## src/rtl/serial_adder_pkg.sv

```systemverilog
// Shared types and helpers for the bit-serial adder sequencer.
package serial_adder_pkg;

    typedef enum logic [1:0] {
        S_IDLE  = 2'd0,
        S_SHIFT = 2'd1,
        S_DONE  = 2'd2
    } state_t;

    // Bit counter width; sized so it never wraps, even for WIDTH==1.
    function automatic int unsigned cnt_w(input int unsigned width);
        return $clog2(width + 1);
    endfunction

endpackage

```

## src/rtl/serial_adder_full_adder.sv

```systemverilog
// Single-bit full adder: the one shared datapath cell of the serial adder.
module serial_adder_full_adder (
    input  logic a,
    input  logic b,
    input  logic cin,
    output logic sum,
    output logic count
);

    // Sum and carry-out (count) of one bit position.
    assign sum   = a ^ b ^ cin;
    assign count = (a & b) | (cin & (a ^ b));

endmodule

```

## src/rtl/serial_adder_ctrl.sv

```systemverilog
// Bit-serial adder sequencer: adds two WIDTH-bit operands LSB first through
// one shared full adder, with a start/busy/done handshake.
// Optional macro SERIAL_ADDER_OVF_EN adds a registered two's-complement
// overflow output (ovf) that is updated together with sum/cout.
module serial_adder_ctrl
    import serial_adder_pkg::*;
#(
    parameter int unsigned WIDTH = 8
) (
    input  logic             clk,
    input  logic             rst,
    input  logic             start,
    input  logic [WIDTH-1:0] a,
    input  logic [WIDTH-1:0] b,
    input  logic             cin,
    output logic             busy,
    output logic             done,
    output logic [WIDTH-1:0] sum,
    output logic             cout
`ifdef SERIAL_ADDER_OVF_EN
    ,
    output logic             ovf
`endif
);

    localparam int unsigned CW = cnt_w(WIDTH);

    state_t           state;
    logic [WIDTH-1:0] areg;
    logic [WIDTH-1:0] breg;
    logic             creg;
    logic [CW-1:0]    cnt;
    logic [WIDTH-1:0] acc;
    logic [WIDTH-1:0] acc_nxt;
    logic             fa_sum;
    logic             fa_cout;

    // The one bit-step datapath cell, fed from the operand LSBs and the carry flop.
    serial_adder_full_adder u_fa (
        .a     (areg[0]),
        .b     (breg[0]),
        .cin   (creg),
        .sum   (fa_sum),
        .count (fa_cout)
    );

    // Accumulator after this step: new sum bit enters at the MSB.
    generate
        if (WIDTH == 1) begin : g_acc_1
            assign acc_nxt = fa_sum;
        end else begin : g_acc_n
            assign acc_nxt = {fa_sum, acc[WIDTH-1:1]};
        end
    endgenerate

    // Sequencer FSM with operand shift registers, carry flop, counter and result registers.
    always_ff @(posedge clk or posedge rst) begin
        if (rst) begin
            state <= S_IDLE;
            areg  <= '0;
            breg  <= '0;
            creg  <= 1'b0;
            cnt   <= '0;
            acc   <= '0;
            sum   <= '0;
            cout  <= 1'b0;
            busy  <= 1'b0;
            done  <= 1'b0;
`ifdef SERIAL_ADDER_OVF_EN
            ovf   <= 1'b0;
`endif
        end else begin
            done <= 1'b0;
            unique case (state)
                S_IDLE: begin
                    if (start) begin
                        areg  <= a;
                        breg  <= b;
                        creg  <= cin;
                        cnt   <= '0;
                        acc   <= '0;
                        busy  <= 1'b1;
                        state <= S_SHIFT;
                    end
                end
                S_SHIFT: begin
                    areg <= areg >> 1;
                    breg <= breg >> 1;
                    creg <= fa_cout;
                    acc  <= acc_nxt;
                    cnt  <= cnt + CW'(1);
                    if (cnt == CW'(WIDTH - 1)) begin
                        sum   <= acc_nxt;
                        cout  <= fa_cout;
`ifdef SERIAL_ADDER_OVF_EN
                        // creg holds the carry into the MSB on the last step.
                        ovf   <= creg ^ fa_cout;
`endif
                        busy  <= 1'b0;
                        done  <= 1'b1;
                        state <= S_DONE;
                    end
                end
                S_DONE: begin
                    state <= S_IDLE;
                end
                default: begin
                    busy  <= 1'b0;
                    state <= S_IDLE;
                end
            endcase
        end
    end

endmodule

```

## config.mk

```make
export PLATFORM = sky130hd
export DESIGN_NAME = serial_adder_ctrl
export DESIGN_NICKNAME = d
export VERILOG_FILES = /design/src/rtl/serial_adder_pkg.sv /design/src/rtl/serial_adder_full_adder.sv /design/src/rtl/serial_adder_ctrl.sv
export SDC_FILE = /design/constraint.sdc
export NUM_CORES = 1
export LEC_CHECK = 0
export ABC_AREA = 1
export CORE_ASPECT_RATIO = 0.75
export CORE_MARGIN = 3
export CORE_UTILIZATION = 40
export CTS_CLUSTER_SIZE = 25
export DETAILED_ROUTE_END_ITERATION = 10
export PLACE_DENSITY = 0.66
export SETUP_SLACK_MARGIN = 0.05
export SYNTH_ARGS = -nofsm -noshare
export SYNTH_HDL_FRONTEND = slang
export SYNTH_HIERARCHICAL = 1
export SYNTH_SLANG_ARGS = --single-unit
```

## constraint.sdc

```tcl
create_clock -name clk -period 1.1 [get_ports clk]
set_input_delay 0.11 -clock clk [delete_from_list [all_inputs] [get_ports clk]]
set_output_delay 0.11 -clock clk [all_outputs]
set_load 0.1 [all_outputs]
```

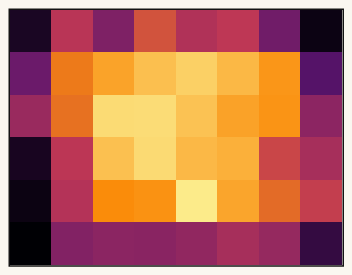
density.png
Scale: 4 px per micron. The die is cut into 8 by 6 equal tiles; black is low, pale yellow is high, 0 to 100% covered.
- emptiest ninth of the die: lower left
- nearly empty tiles: 2.1%
- tiles over 75% full: 38%
- densest ninth of the die: center

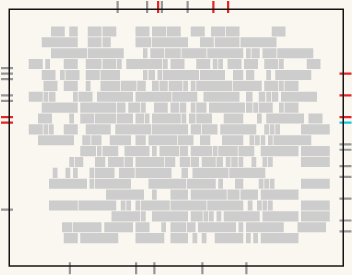
pins.png
Scale: 4 px per micron. Pins as bars across the die edge, other pins in gray.
- red: b (pins 8; direction input; edge 3 right, 3 top, 2 left)
- cyan: cin (pins 1; direction input; edge right)
- all pins by edge: 11 right, 8 left, 7 top, 5 bottom

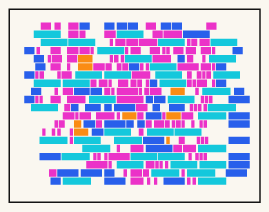
cell_classes.png
Scale: 3 px per micron.
- blue: other buffers and delay cells (cells 52)
- orange: clock drivers and dummy loads (cells 8)
- cyan: flops (cells 41)
- magenta: all other logic (cells 152)

==> flow_metrics.env <==
# flow metrics
export IMPL_status="finished, violations left"
export IMPL_failed_checks="setup timing"
export IMPL_reg2reg_slack_ns=-0.07
export IMPL_drv_slew=0
export IMPL_io_buffers=30
export IMPL_grt_max_degree=42
export IMPL_ant_nets=0
export IMPL_slew_headroom_pct=84.24
export IMPL_area_leaders="dfrtp_1, nand2_1, nand3_1, buf_6, inv_1"
export IMPL_xor_share_pct=0
export IMPL_power_total_w=0.009507
export IMPL_top_regs="areg: 8 flops, breg: 8 flops, sum: 8 flops"
export IMPL_syn_area_per_cell_sq_um=9.011
export IMPL_finalWirelength_microns=4811
export IMPL_layout_setup_ws_ns=-0.06680
export IMPL_fin_worst_skew_ns=0.01047
export IMPL_synthArstFlopShare_pct=100.0
export IMPL_comb_area_share_pct=33.75
export IMPL_power_density_nw_per_um2=3190
export IMPL_die_area_sq_um=5306
export IMPL_period_used_pct=106.1
export IMPL_final_nets=274
export IMPL_fp_dieH_microns=63.84
export IMPL_routed_wl_met3_microns=229
export IMPL_p_seq_w=0.00279
export IMPL_worstMarginPinSlew_ns=0.2363
export IMPL_initial_core_util_pct=42.69
export IMPL_p_sw_w=0.004421
export IMPL_ys_flops=41
export IMPL_swShare_pct=46.50
export IMPL_rows=20
export IMPL_p_seq_share_pct=29.4
export IMPL_grtUsageTotal_pct=16.03
export IMPL_ys_sh_aoi_pct=2.525
export IMPL_cpLargestDelayFamily="simple AND/OR/NAND/NOR gates"
export IMPL_m1WireLength_microns=2028
export IMPL_crit_end="sum[2]$_DFFE_PP0P_"
export IMPL_cts_htree_levels=2
export IMPL_grt_use_met2_pct=26.40
export IMPL_setup_viol=16
export IMPL_dp_hpwl_microns=2475
export IMPL_p_int_w=0.005086
export IMPL_nonClockBufferCount=52
export IMPL_cts_inserted_buffers=5
export IMPL_tns_ns=-0.6098
export IMPL_wl_per_cell_microns=15.62
export IMPL_worstReg2RegStart="cnt[0]$_DFFE_PP0P_"
export IMPL_rsz0062_at_grt="true"
export IMPL_cp_depth=6
export IMPL_grt_overflow=0
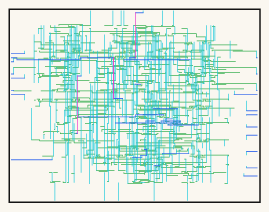
metal_stack.png
Scale: 3 px per micron.
- green: met1 (wire length 2030 microns)
- cyan: met2 (wire length 2510 microns)
- blue: met3 (wire length 230 microns)
- magenta: met4 (wire length 47.6 microns)

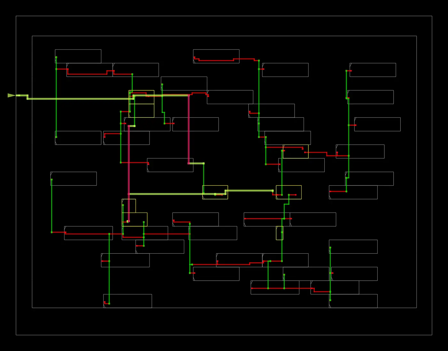
final_clocks.png
clock latency on the worst-skew pair: 0.29 ns
Clk power: 0.00101 W
registers: 41
clk sink count: 41

Power and IR drop assume default switching activity.
